File: src/rtl/time_display_mux.sv
// time_display_mux
// ----------------
// Converts a packed binary time word (hours/minutes/seconds) into six BCD
// digits using a repeated-subtract-ten converter, then multiplexes the
// digits onto a common 7-segment bus with a one-hot digit enable.
//
// Handshake: a word is accepted on a rising edge where in_valid and
// in_ready are both high. in_ready is low while a conversion runs, and
// in_valid during that time is ignored (no queueing). The display register
// only changes at the end of a conversion, so scanning is never disturbed.
//
// Ports:
//   clk       sole clock, rising edge
//   rst       synchronous active-high reset
//   time_in   [16:12] hours, [11:6] minutes, [5:0] seconds
//   mode12    1 = time_in[16] is the PM flag, [15:12] the hour (0 shown as 12)
//   in_valid  time_in/mode12 are valid this cycle
//   in_ready  high when no conversion is in progress
//   seg       segments a..g on bits 0..6, active-high, registered
//   an        one-hot digit enable (an[0] seconds units, an[5] hour tens)
//   dp        decimal point, high while an[2] or an[4] is enabled
//   pm_led    committed PM flag
//
// Build option: define TIME_DISPLAY_HOUR_BLANK_EN to blank a zero hour-tens
// digit (an[5] stays asserted, segments all off).

module time_display_mux #(
    parameter int SCAN_DIV = 1000
) (
    input  logic        clk,
    input  logic        rst,
    input  logic [16:0] time_in,
    input  logic        mode12,
    input  logic        in_valid,
    output logic        in_ready,
    output logic [6:0]  seg,
    output logic [5:0]  an,
    output logic        dp,
    output logic        pm_led
);

    localparam int CW = (SCAN_DIV > 2) ? $clog2(SCAN_DIV) : 1;
    localparam logic [CW-1:0] SCAN_LAST = CW'(SCAN_DIV - 1);

    typedef enum logic {
        ST_IDLE = 1'b0,
        ST_CONV = 1'b1
    } state_t;

    state_t r_state;
    state_t w_state_nxt;
    logic   w_accept;
    logic   w_commit;
    logic   w_all_small;

    // Conversion working registers
    logic [4:0] r_hr;
    logic [5:0] r_min;
    logic [5:0] r_sec;
    logic [1:0] r_hr_t;
    logic [2:0] r_min_t;
    logic [2:0] r_sec_t;
    logic       r_pm_work;

    // Display register: index 0 = seconds units ... 5 = hour tens
    logic [5:0][3:0] r_disp;
    logic            r_disp_pm;

    // Scanner
    logic [CW-1:0] r_scan_cnt;
    logic [2:0]    r_digit_idx;

    // Output stage next values
    logic [3:0] w_digit;
    logic [6:0] w_seg_nxt;
    logic [5:0] w_an_nxt;
    logic       w_dp_nxt;

    logic [4:0] w_hr_ld;
    logic       w_pm_ld;

    assign in_ready    = (r_state == ST_IDLE);
    assign w_all_small = (r_hr < 5'd10) && (r_min < 6'd10) && (r_sec < 6'd10);

    // 12h mode: a zero hour is displayed as 12
    always_comb begin
        w_hr_ld = time_in[16:12];
        w_pm_ld = 1'b0;
        if (mode12) begin
            w_pm_ld = time_in[16];
            if (time_in[15:12] == 4'd0) begin
                w_hr_ld = 5'd12;
            end else begin
                w_hr_ld = {1'b0, time_in[15:12]};
            end
        end
    end

    // ---------------- Control FSM ----------------
    always_ff @(posedge clk) begin
        if (rst) begin
            r_state <= ST_IDLE;
        end else begin
            r_state <= w_state_nxt;
        end
    end

    always_comb begin
        w_state_nxt = r_state;
        w_accept    = 1'b0;
        w_commit    = 1'b0;
        case (r_state)
            ST_IDLE: begin
                if (in_valid) begin
                    w_accept    = 1'b1;
                    w_state_nxt = ST_CONV;
                end
            end
            ST_CONV: begin
                if (w_all_small) begin
                    w_commit    = 1'b1;
                    w_state_nxt = ST_IDLE;
                end
            end
            default: w_state_nxt = ST_IDLE;
        endcase
    end

    // ---------------- Converter datapath ----------------
    // All three fields reduce in parallel, so latency is set by the largest
    // tens digit, not by the sum.
    always_ff @(posedge clk) begin
        if (rst) begin
            r_hr      <= '0;
            r_min     <= '0;
            r_sec     <= '0;
            r_hr_t    <= '0;
            r_min_t   <= '0;
            r_sec_t   <= '0;
            r_pm_work <= 1'b0;
            r_disp    <= '0;
            r_disp_pm <= 1'b0;
        end else if (w_accept) begin
            r_hr      <= w_hr_ld;
            r_min     <= time_in[11:6];
            r_sec     <= time_in[5:0];
            r_hr_t    <= '0;
            r_min_t   <= '0;
            r_sec_t   <= '0;
            r_pm_work <= w_pm_ld;
        end else if (w_commit) begin
            r_disp[0] <= r_sec[3:0];
            r_disp[1] <= {1'b0, r_sec_t};
            r_disp[2] <= r_min[3:0];
            r_disp[3] <= {1'b0, r_min_t};
            r_disp[4] <= r_hr[3:0];
            r_disp[5] <= {2'b00, r_hr_t};
            r_disp_pm <= r_pm_work;
        end else if (r_state == ST_CONV) begin
            if (r_hr >= 5'd10) begin
                r_hr   <= r_hr - 5'd10;
                r_hr_t <= r_hr_t + 2'd1;
            end
            if (r_min >= 6'd10) begin
                r_min   <= r_min - 6'd10;
                r_min_t <= r_min_t + 3'd1;
            end
            if (r_sec >= 6'd10) begin
                r_sec   <= r_sec - 6'd10;
                r_sec_t <= r_sec_t + 3'd1;
            end
        end
    end

    // ---------------- Scanner ----------------
    always_ff @(posedge clk) begin
        if (rst) begin
            r_scan_cnt  <= '0;
            r_digit_idx <= 3'd0;
        end else if (r_scan_cnt == SCAN_LAST) begin
            r_scan_cnt  <= '0;
            r_digit_idx <= (r_digit_idx == 3'd5) ? 3'd0 : r_digit_idx + 3'd1;
        end else begin
            r_scan_cnt <= r_scan_cnt + CW'(1);
        end
    end

    always_comb begin
        w_digit = 4'd0;
        case (r_digit_idx)
            3'd0:    w_digit = r_disp[0];
            3'd1:    w_digit = r_disp[1];
            3'd2:    w_digit = r_disp[2];
            3'd3:    w_digit = r_disp[3];
            3'd4:    w_digit = r_disp[4];
            3'd5:    w_digit = r_disp[5];
            default: w_digit = 4'd0;
        endcase
    end

    always_comb begin
        w_seg_nxt = 7'b0000000;
        case (w_digit)
            4'd0:    w_seg_nxt = 7'b0111111;
            4'd1:    w_seg_nxt = 7'b0000110;
            4'd2:    w_seg_nxt = 7'b1011011;
            4'd3:    w_seg_nxt = 7'b1001111;
            4'd4:    w_seg_nxt = 7'b1100110;
            4'd5:    w_seg_nxt = 7'b1101101;
            4'd6:    w_seg_nxt = 7'b1111101;
            4'd7:    w_seg_nxt = 7'b0000111;
            4'd8:    w_seg_nxt = 7'b1111111;
            4'd9:    w_seg_nxt = 7'b1101111;
            default: w_seg_nxt = 7'b0000000;
        endcase
`ifdef TIME_DISPLAY_HOUR_BLANK_EN
        if ((r_digit_idx == 3'd5) && (w_digit == 4'd0)) begin
            w_seg_nxt = 7'b0000000;
        end
`endif
    end

    always_comb begin
        w_an_nxt = 6'd1 << r_digit_idx;
        w_dp_nxt = (r_digit_idx == 3'd2) || (r_digit_idx == 3'd4);
    end

    // Registered outputs, one cycle behind the digit index / display register
    always_ff @(posedge clk) begin
        if (rst) begin
            seg    <= 7'b0000000;
            an     <= 6'b000000;
            dp     <= 1'b0;
            pm_led <= 1'b0;
        end else begin
            seg    <= w_seg_nxt;
            an     <= w_an_nxt;
            dp     <= w_dp_nxt;
            pm_led <= r_disp_pm;
        end
    end

endmodule

File: config.mk
export PLATFORM = sky130hd
export DESIGN_NAME = time_display_mux
export DESIGN_NICKNAME = d
export VERILOG_FILES = /design/src/rtl/time_display_mux.sv
export SDC_FILE = /design/constraint.sdc
export NUM_CORES = 1
export LEC_CHECK = 0
export CAP_MARGIN = 30
export CORE_MARGIN = 2
export CORE_UTILIZATION = 45
export CTS_BUF_LIST = sky130_fd_sc_hd__clkbuf_8 sky130_fd_sc_hd__clkbuf_16
export DETAILED_ROUTE_END_ITERATION = 8
export PLACE_DENSITY = 0.68
export SLEW_MARGIN = 5
export SYNTH_ARGS = -nofsm -noshare
export SYNTH_HDL_FRONTEND = slang
export SYNTH_SLANG_ARGS = --single-unit
File: constraint.sdc
create_clock -name clk -period 2.45 [get_ports clk]
set_clock_uncertainty 0.1 [all_clocks]
set_input_delay 0.49 -clock clk [delete_from_list [all_inputs] [get_ports clk]]
set_output_delay 0.49 -clock clk [all_outputs]
set_load 0.02 [all_outputs]
Met3 routing:
Scale bar: 20 µm.
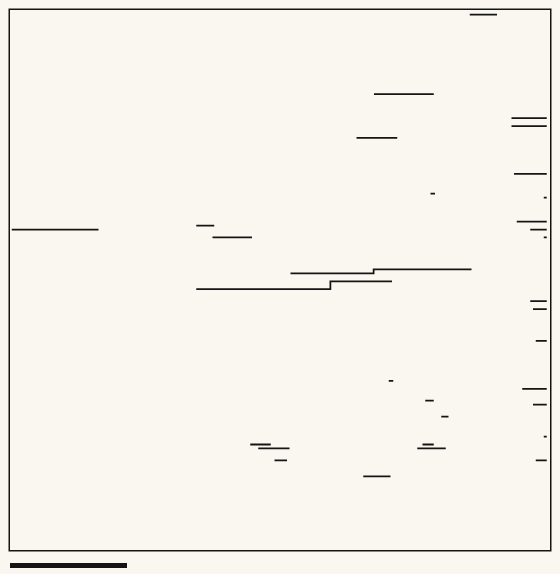
- longest straight run: 22.8 µm
- nets with wire on the layer: 24
- wire length on this layer: 172 µm
- share of all routed wire: 2.5%
vias: 2780
Total Wirelength: 6850 µm

==> deck_impl_summary.md <==
Run Summary

Global routing
  – First-pass GRT wire length: 12000 µm
  – Largest net degree at the start of global routing: 37
  – Vias in the first global route: 2620
  – Met2 track demand over resource: 28.5%
  – Met1 Usage GRT: approximately 22%
  – Initial antenna violation count: 0
  – Gr usage total: 17.6%
  – M3 GR Usage: around 3.5%
  – Grt ovf: 0

CTS
  – TritonCTS Buffers: 9
  – Clock-pin slew on the worst setup and hold paths: 0.09 ns
  – Worst-Skew Late Latency: around 0.35 ns
  – Post-cts hold buffer count: 0
  – H-tree Lvls: 3
  – Root Driver: clkbuf_8
  – CTS Buffer Depth: 2
  – CTS sink count: between 70 and 80

Outcome
  – Status: finished clean

Critical path
  – Critical Path Start Type: flop
  – CP peak stage delay: between 0.3 and 0.4 ns
  – Worst path slowest cell: or3_1
  – Most used cell, CP: ha_1
  – Worst reg2reg setup slack: ~0.14 ns
  – Worst Setup Path Type: flop to flop
  – Worst Path Arrival: ~2.5 ns
  – Critical Path, Cell by Cell: inv_1 -> ha_1 -> nand2_1 -> o311ai_0 -> o21ai_2 -> inv_2 -> ha_1 -> or3_1 -> a31oi_1
  – CP Data Required Time: ~2.6 ns
  – Worst Setup End Kind: flop
  – Critical path peak fanout: 6
  – CP bufs+invs: 2
  – CP delay by family, top: AND-OR/OR-AND gates

Final layout
  – Share of cells above drive strength 1: a little under an eighth
  – NumNets Final: about 470
  – Fill cells: ~690
  – Area Growth Syn to Fin: 20.8%
  – Layout Utilization: about 55%
  – N_diodes: 0

Final timing
  – Slew Limit Fails: 0
  – Post-route minimum period: between 2 and 2.5 ns
  – RSZ-0062 raised after global routing: no
  – Highest Clock Rate: 0.432 GHz
  – Setup total negative slack: 0 ns
  – Slew HR: around 56%
  – Final period util: between 90% and 100%

Floorplan
  – Die Area: between 8000 and 9000 µm²
  – Number of I/O pins: 37
  – Core area: between 7000 and 8000 µm²
  – Die extent in y: 92.2 µm

Place
  – Placed Cells: approximately 520
  – Routability cong.: between 0.8 and 0.9
  – HPWL after DPL: between 4000 and 5000 µm

Logic synthesis
  – Top cell area share: between 40 and 50%
  – Post-synthesis async set-or-reset flop share: 0%
  – Yosys Instances: a little under 400
  – Yosys stat area: approximately 3500 µm²
  – Flip-flops with a built-in enable: 0
  – Top area cell types: dfxtp_1 43%, mux2i_1 8.3%, nor2_1 6.6%
  – Dominant Register Cell: dfxtp_1
  – YS warnings: 0
  – Mapped Nets: roughly 430

Route
  – DRC errors left: 0
  – Drt initial violations: approximately 110
  – Wire length per cell: 12.7 µm
  – Routed Antenna Nets: 0
  – First-pass DRT Iterations: 4

Run
  – Max-cap violation count: 0
  – OpenROAD warning count: 31

Power
  – Static leakage: 1.58 nW
  – Peak supply drop: between 0.3 and 0.4 mV
  – PwrDens: between 600 and 700 nW/µm²

Hold path
  – Hold Crit Class: flop to flop
Gate-type map:
Scale bar: 20 µm.
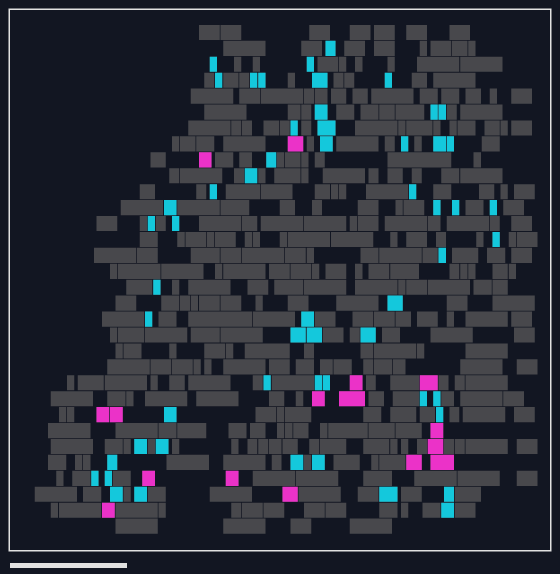
- magenta: and/or cells (cells 16)
- cyan: nand cells (cells 55; most used nand2_1)
Non-Filler Instances: 538
most numerous logic cell after layout: dfxtp_1
multi-input combinational area share: 43.1%

==> what timing repair did <==
action | 4_1_cts | 5_1_grt
setup endpoints to repair | 1 | 3
buffers inserted | 0 | 0
pin swaps | 0 | 1
gates resized | 1 | 5
hold endpoints to repair | 0 | 0
==> area by class of cell <==
class | count | area, µm² | share of cell area, %
Clock buffer | 9 | 124 | 2.93
Timing Repair Buffer | 49 | 465 | 11.0
Multi-Input combinational cell | 277 | 1830 | 43.1
Sequential cell | 76 | 1520 | 36.0
Tap cell | 102 | 128 | 3.02
Clock inverter | 7 | 98.8 | 2.34
Inverter | 18 | 67.6 | 1.60
==> layer usage <==
layer / wire [µm] / share of wire, %
met1: 3290 / 48
met2: 3270 / 48
met3: 172 / 2.5
met4: 125 / 1.8
met5: 0 / 0
==> sequential cells by signal, summed over array words and instances, names as in the netlist, 2 cells and up <==
name         flops
r_hr_t           2
r_disp          20
seg              7
r_digit_idx      3
an               6
r_hr             5
r_min_t          3
r_sec            6
r_min            6
r_sec_t          3
r_scan_cnt      10
==> stage by stage <==
stage	power, mW	cell area (µm²)	hold WS [ns]	setup slack (ns)
final	2.78	4230	0.343	0.136
after global routing	2.92	4230	0.372	0.00138
after CTS	2.80	4220	0.349	0.0193
after detailed placement	1.75	3990	0.335	0.0160
after global placement	1.75	3990	0.328	0.0923
after floorplan	1.63	3510	0.313	0.0130
==> report_power, final <==
| part | internal, mW | switching, mW | total (mW) | leakage (nW) |
|---|---|---|---|---|
| clock network | 0.580 | 0.474 | 1.05 | 0.110 |
| registers | 1.29 | 0.0484 | 1.34 | 0.620 |
| logic | 0.175 | 0.206 | 0.381 | 0.853 |
| total | 2.05 | 0.728 | 2.78 | 1.58 |
==> Yosys cell counts (2+ instances only) <==
cell type,number
a211oi_1,9
a21o_1,3
a21oi_1,21
a21oi_2,3
a31oi_1,4
and2_1,4
and3_1,2
buf_1,3
buf_2,3
buf_4,2
buf_6,2
clkbuf_1,9
dfxtp_1,76
ha_1,13
inv_1,15
inv_2,2
mux2i_1,29
nand2_1,30
nand2b_1,8
nand3_1,4
nand3b_1,5
nand4_1,6
nand4b_1,2
nor2_1,62
nor2b_1,2
nor3_1,4
nor4_1,3
o211ai_1,4
o21ai_0,5
o21ai_1,9
o21ai_2,2
o41ai_1,2
or3_1,2
or4_1,4
xnor2_1,8
xor2_1,13
==> logic make-up after synthesis <==
group,count (synthesis),share of synthesized area [%]
multiplexers,29,8.29
AND/OR/NAND/NOR,147,21.1
AND-OR/OR-AND,67,12.2
XOR/XNOR,21,5.25
buffers and inverters,39,5.07
flip-flops,76,43.4
adder cells (fa/ha/maj),13,4.64
==> final timing paths <==
path | cells past startpoint | start | endpoint
setup / recovery | 9 | r_digit_idx[2] | seg[3]
hold / removal | 1 | r_scan_cnt[0] | r_scan_cnt[0]
setup reg to reg | 9 | r_digit_idx[2] | seg[3]
hold reg to reg | 1 | r_scan_cnt[0] | r_scan_cnt[0]
Power and IR drop assume default switching activity.
